Clock distribution:
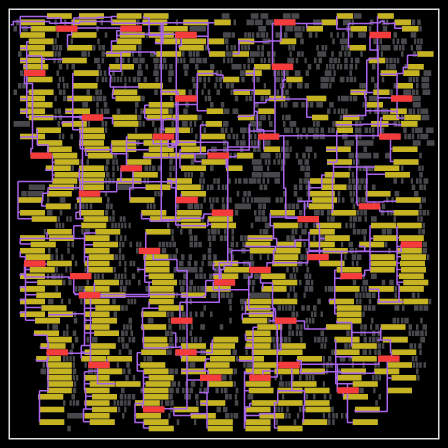
Routing congestion map:
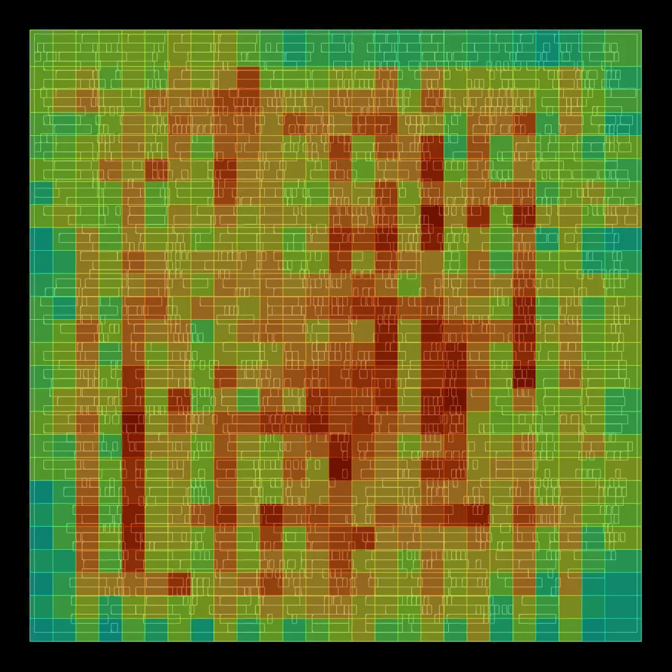
Routed metal, one color a layer:
Bar = 50 um.
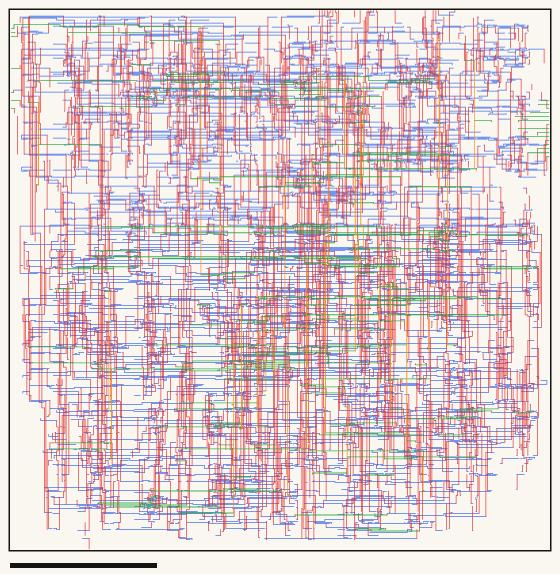
Logic cells by family:
Bar = 50 um.
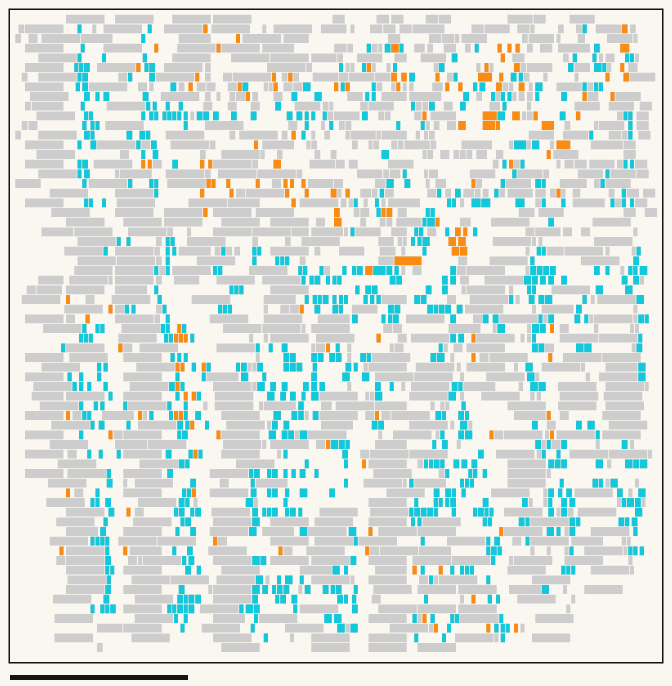
File: src/rtl/sme_pkg.sv
// Shared types and constants for the string-matching engine host and engine.
package sme_pkg;

  localparam int unsigned STR_DEPTH = 32;
  localparam int unsigned PAT_DEPTH = 8;

  typedef enum logic [2:0] {
    StIdle,
    StSendStr,
    StSendPat,
    StWait,
    StDone
  } sme_state_e;

  localparam logic [1:0] ERR_OK  = 2'd0;
  localparam logic [1:0] ERR_REQ = 2'd1;
  localparam logic [1:0] ERR_TMO = 2'd2;

  localparam logic [7:0] DOT    = 8'h2E;
  localparam logic [7:0] DOLLAR = 8'h24;
  localparam logic [7:0] CARET  = 8'h5E;
  localparam logic [7:0] SPACE  = 8'h20;

endpackage

File: src/rtl/sme_char_buf.sv
// Append-only character buffer with length tracking and a sticky overflow flag.
module sme_char_buf #(
  parameter int unsigned DEPTH = 8,
  parameter int unsigned LEN_W = $clog2(DEPTH + 1),
  parameter int unsigned IDX_W = $clog2(DEPTH)
) (
  input  logic             clk,
  input  logic             reset,
  input  logic             clr,
  input  logic             wr_en,
  input  logic [7:0]       wr_data,
  input  logic [IDX_W-1:0] rd_idx,
  output logic [7:0]       rd_data,
  output logic [LEN_W-1:0] len,
  output logic             ovf
);

  logic [7:0] mem [DEPTH];
  logic       full;

  assign full    = (len == LEN_W'(DEPTH));
  assign rd_data = mem[rd_idx];

  always_ff @(posedge clk) begin
    if (reset) begin
      len <= '0;
      ovf <= 1'b0;
    end else if (clr) begin
      len <= '0;
      ovf <= 1'b0;
    end else if (wr_en) begin
      if (full) begin
        ovf <= 1'b1;
      end else begin
        len <= len + 1'b1;
      end
    end
  end

  // Contents are don't-care until written, so no reset here.
  always_ff @(posedge clk) begin
    if (wr_en && !clr && !full) begin
      mem[len[IDX_W-1:0]] <= wr_data;
    end
  end

endmodule

File: src/rtl/sme_host.sv
// Initiator for the string-matching engine: buffers a string and pattern, streams them
// out back to back, then waits (with timeout) for the engine result.
module sme_host #(
  parameter int unsigned STR_DEPTH = sme_pkg::STR_DEPTH,
  parameter int unsigned PAT_DEPTH = sme_pkg::PAT_DEPTH,
  parameter int unsigned TIMEOUT   = 64
) (
  input  logic       clk,
  input  logic       reset,
  input  logic       wr_en,
  input  logic       wr_sel,
  input  logic [7:0] wr_data,
  input  logic       clr,
  input  logic       start,
  input  logic       reuse_str,
  output logic       busy,
  output logic [7:0] chardata,
  output logic       isstring,
  output logic       ispattern,
  input  logic       valid,
  input  logic       match,
  input  logic [4:0] match_index,
  output logic       res_valid,
  output logic       res_match,
  output logic [4:0] res_index,
  output logic [1:0] res_err,
  output logic       ovf
);

  import sme_pkg::*;

  localparam int unsigned STR_LW = $clog2(STR_DEPTH + 1);
  localparam int unsigned PAT_LW = $clog2(PAT_DEPTH + 1);
  localparam int unsigned STR_IW = $clog2(STR_DEPTH);
  localparam int unsigned PAT_IW = $clog2(PAT_DEPTH);
  localparam int unsigned IDX_W  = (STR_LW > PAT_LW) ? STR_LW : PAT_LW;
  localparam int unsigned TMO_W  = $clog2(TIMEOUT);

  sme_state_e        state;
  logic [IDX_W-1:0]  idx;
  logic [TMO_W-1:0]  tmo;
  logic              str_sent;

  logic              idle;
  logic [STR_LW-1:0] str_len;
  logic [PAT_LW-1:0] pat_len;
  logic [STR_IW-1:0] str_rd_idx;
  logic [PAT_IW-1:0] pat_rd_idx;
  logic [7:0]        str_rd_data;
  logic [7:0]        pat_rd_data;
  logic              str_ovf;
  logic              pat_ovf;

  assign idle = (state == StIdle);
  assign ovf  = str_ovf | pat_ovf;

  // Outside the active send state the read index sits at 0 so the first char of the next
  // stream is already presented when the FSM moves into it.
  always_comb begin
    str_rd_idx = '0;
    pat_rd_idx = '0;
    if (state == StSendStr) str_rd_idx = idx[STR_IW-1:0];
    if (state == StSendPat) pat_rd_idx = idx[PAT_IW-1:0];
  end

  sme_char_buf #(
    .DEPTH (STR_DEPTH)
  ) u_str_buf (
    .clk     (clk),
    .reset   (reset),
    .clr     (clr && idle),
    .wr_en   (wr_en && idle && !wr_sel),
    .wr_data (wr_data),
    .rd_idx  (str_rd_idx),
    .rd_data (str_rd_data),
    .len     (str_len),
    .ovf     (str_ovf)
  );

  sme_char_buf #(
    .DEPTH (PAT_DEPTH)
  ) u_pat_buf (
    .clk     (clk),
    .reset   (reset),
    .clr     (clr && idle),
    .wr_en   (wr_en && idle && wr_sel),
    .wr_data (wr_data),
    .rd_idx  (pat_rd_idx),
    .rd_data (pat_rd_data),
    .len     (pat_len),
    .ovf     (pat_ovf)
  );

  always_ff @(posedge clk) begin
    if (reset) begin
      state     <= StIdle;
      idx       <= '0;
      tmo       <= '0;
      str_sent  <= 1'b0;
      busy      <= 1'b0;
      chardata  <= '0;
      isstring  <= 1'b0;
      ispattern <= 1'b0;
      res_valid <= 1'b0;
      res_match <= 1'b0;
      res_index <= '0;
      res_err   <= ERR_OK;
    end else begin
      res_valid <= 1'b0;
      unique case (state)
        StIdle: begin
          if (clr) begin
            str_sent <= 1'b0;
          end else if (start) begin
            if (!reuse_str && str_len != '0 && pat_len != '0) begin
              state    <= StSendStr;
              busy     <= 1'b1;
              chardata <= str_rd_data;
              isstring <= 1'b1;
              idx      <= IDX_W'(1);
              str_sent <= 1'b1;
            end else if (reuse_str && str_sent && pat_len != '0) begin
              state     <= StSendPat;
              busy      <= 1'b1;
              chardata  <= pat_rd_data;
              ispattern <= 1'b1;
              idx       <= IDX_W'(1);
            end else begin
              state     <= StDone;
              res_valid <= 1'b1;
              res_err   <= ERR_REQ;
              res_match <= 1'b0;
              res_index <= '0;
            end
          end
        end
        StSendStr: begin
          // The engine reads a gap as end-of-pattern, so the handover is seamless.
          if (idx == IDX_W'(str_len)) begin
            state     <= StSendPat;
            isstring  <= 1'b0;
            ispattern <= 1'b1;
            chardata  <= pat_rd_data;
            idx       <= IDX_W'(1);
          end else begin
            chardata <= str_rd_data;
            idx      <= idx + 1'b1;
          end
        end
        StSendPat: begin
          if (idx == IDX_W'(pat_len)) begin
            state     <= StWait;
            ispattern <= 1'b0;
            chardata  <= '0;
            tmo       <= '0;
          end else begin
            chardata <= pat_rd_data;
            idx      <= idx + 1'b1;
          end
        end
        StWait: begin
          if (valid) begin
            state     <= StDone;
            busy      <= 1'b0;
            res_valid <= 1'b1;
            res_match <= match;
            res_index <= match_index;
            res_err   <= ERR_OK;
          end else if (tmo == TMO_W'(TIMEOUT - 1)) begin
            state     <= StDone;
            busy      <= 1'b0;
            res_valid <= 1'b1;
            res_match <= 1'b0;
            res_index <= '0;
            res_err   <= ERR_TMO;
          end else begin
            tmo <= tmo + 1'b1;
          end
        end
        StDone: begin
          state <= StIdle;
        end
        default: begin
          state <= StIdle;
        end
      endcase
    end
  end

endmodule

File: config.mk
export PLATFORM = sky130hd
export DESIGN_NAME = sme_host
export DESIGN_NICKNAME = d
export VERILOG_FILES = /design/src/rtl/sme_pkg.sv /design/src/rtl/sme_char_buf.sv /design/src/rtl/sme_host.sv
export SDC_FILE = /design/constraint.sdc
export NUM_CORES = 1
export LEC_CHECK = 0
export ABC_AREA = 1
export CELL_PAD_IN_SITES_DETAIL_PLACEMENT = 0
export CELL_PAD_IN_SITES_GLOBAL_PLACEMENT = 1
export CORE_UTILIZATION = 49
export CTS_CLUSTER_DIAMETER = 60
export DETAILED_ROUTE_END_ITERATION = 8
export PLACE_DENSITY_LB_ADDON = 0.1
export SYNTH_ARGS = -nofsm -noshare
export SYNTH_HDL_FRONTEND = slang
export SYNTH_SLANG_ARGS = --single-unit
File: constraint.sdc
create_clock -name clk -period 2.8 [get_ports clk]
set_input_delay 0.84 -clock clk [delete_from_list [all_inputs] [get_ports clk]]
set_output_delay 0.84 -clock clk [all_outputs]
set_load 0.02 [all_outputs]
==> out/metrics.sh <==
STATUS='finished clean'
AVG_VIAS_PER_CELL=5.45
SEQ_POWER_SHARE=0.448
YOSYS_MOST_USED_DFF='sky130_fd_sc_hd__edfxtp_1'
VDD_DROP_MAX_uV=476
TIMING.FINAL.SETUP_VIOLATIONS=0
SYN-INSTANCE-COUNT=1602
CLK_PATH_BUF_DEPTH=3
POST_SYNTH_INSTANCE_AREA_SQ_MM=0.0161
POST_CTS_SETUP_BUFFERS=0
SYN_TO_FINAL_GROWTH_PCT=15.9
SYNTHSIMPLEGATEAREAFRAC=0.235
MAX_STAGE_DELAY_NS=0.47
SYNTH.LARGEST_AREA_CELL='sky130_fd_sc_hd__edfxtp_1'
TIMING.FINAL.HOLD_VIOLATIONS=0
CTS_HOLD_FIX_BUFS=0
GRT_ANTENNA_BEFORE_REPAIR=0
CRITICAL_PATH.MAX_FANOUT=32
DIE_AREA_SQ_MM=0.0337
STARTPOINT='state[1]'
FINAL.SETUP_SKEW_NS=0.0137
HOLD_PATH_CLASS='reg -> reg'
PLACEABLECOREAREA_SQ_MM=0.0325
YOSYSWARNINGCOUNT=0
FINAL.PERIOD_UTILIZATION=0.918
CTS_RESIZED=0
TIMING_MAX_TRANSITION_VIOLATIONS_FINAL=0
CLK_TRANSITION_REPORTED_PATHS_NS=0.06
FINAL_CELL_MIX='411 x sky130_fd_sc_hd__nand2_1, 320 x sky130_fd_sc_hd__edfxtp_1, 232 x sky130_fd_sc_hd__nand3_1, 146 x sky130_fd_sc_hd__inv_1, 112 x sky130_fd_sc_hd__nor2_1'
CRITICAL_PATH_REQUIRED_NS=3.26
YOSYSCHIPAREA_SQ_MM=0.0161
CRIT_CELLS=9
GPL.FINAL_WEIGHTED_CONGESTION=0.880
FIRST_GLOBAL_VIAS=11500
DP.FINAL_HPWL_UM=28100
SHARE_CLK_OF_TOTAL_POWER=0.350
CRIT_PATH_TOP_DELAY_CELL='sky130_fd_sc_hd__nor2_2'
Back to the opening pictures, 'clock distribution':
flip-flops: shown in yellow, count 368. clock-net drivers: shown in red, count 41. clock wires: shown in purple, length 4190 um.
There are 42 routed clock nets. Position of the flops: widely spread.

Back to the opening pictures, 'routing congestion map':
final standard cell utilization of the core: 0.576
global routing usage on met3: 0.0479
GRT Overall Usage: 0.265
Wirelength per Cell: 20.1 um
most used routing layer: met2

Back to the opening pictures, 'routed metal, one color a layer':
M3: shown in green, wire length 3300 um. M1: shown in blue, wire length 18800 um. M2: shown in red, wire length 20.2 mm. M4: shown in orange, wire length 1200 um.
Final Routed Wirelength: 43500 um
vias after detailed routing: 11800

Back to the opening pictures, 'logic cells by family':
nor cells: shown in orange, cells 140, where widely spread. nand cells: shown in cyan, cells 715, where widely spread.
post-route non-filler standard cell count: 2162
Top cell excl fill/tap: sky130_fd_sc_hd__nand2_1
Comb area share: 0.245

layer usage:
layer,global-route usage,vias up,share of wire
met3,0.0479,84,0.076
met5,0,-,0
met1,0.367,5623,0.43
li1,-,5646,-
met4,0.0850,0,0.028
met2,0.426,425,0.46
worst register-to-register path, stage by stage (launching register included):
cell,delay (ns)
sky130_fd_sc_hd__dfxtp_1,0.36
sky130_fd_sc_hd__inv_2,0.14
sky130_fd_sc_hd__nand3_2,0.22
sky130_fd_sc_hd__nor2_2,0.47
sky130_fd_sc_hd__inv_2,0.41
sky130_fd_sc_hd__nand3_1,0.23
sky130_fd_sc_hd__nand3_1,0.21
sky130_fd_sc_hd__nand3_1,0.18
sky130_fd_sc_hd__nand3_1,0.13
sky130_fd_sc_hd__a21oi_1,0.16
metrics by stage:
stage               hold slack, ns  total power, mW  cell area [sq um]  worst slack, ns  cells
floorplan                    0.435             8.15              16100            0.294   1602
CTS                          0.457             14.1              18700            0.267   2162
global route                 0.480             14.7              18700           0.0888   2162
detailed placement           0.449             9.22              17500           0.0395   2091
finish                       0.456             14.0              18700            0.230   2162
global placement             0.444             9.21              17500           0.0174   2091
sequential cells by signal, indices dropped and copies added (netlist names), 2 cells and up:
register,flops
idx,6
u_str_buf.mem,256
state,3
tmo,6
chardata,8
res_index,5
u_pat_buf.mem,64
res_err,2
u_pat_buf.len,4
u_str_buf.len,6
area by class of cell:
cell class / count / share of cell area
clock buffer: 57 / 0.0616
clock inverter: 14 / 0.00395
inverter: 168 / 0.0337
multi-input combinational: 989 / 0.245
sequential: 368 / 0.566
tap: 442 / 0.0296
timing repair buffer: 124 / 0.0600
Power figures rest on the tool's default switching activity, not on a simulated workload.
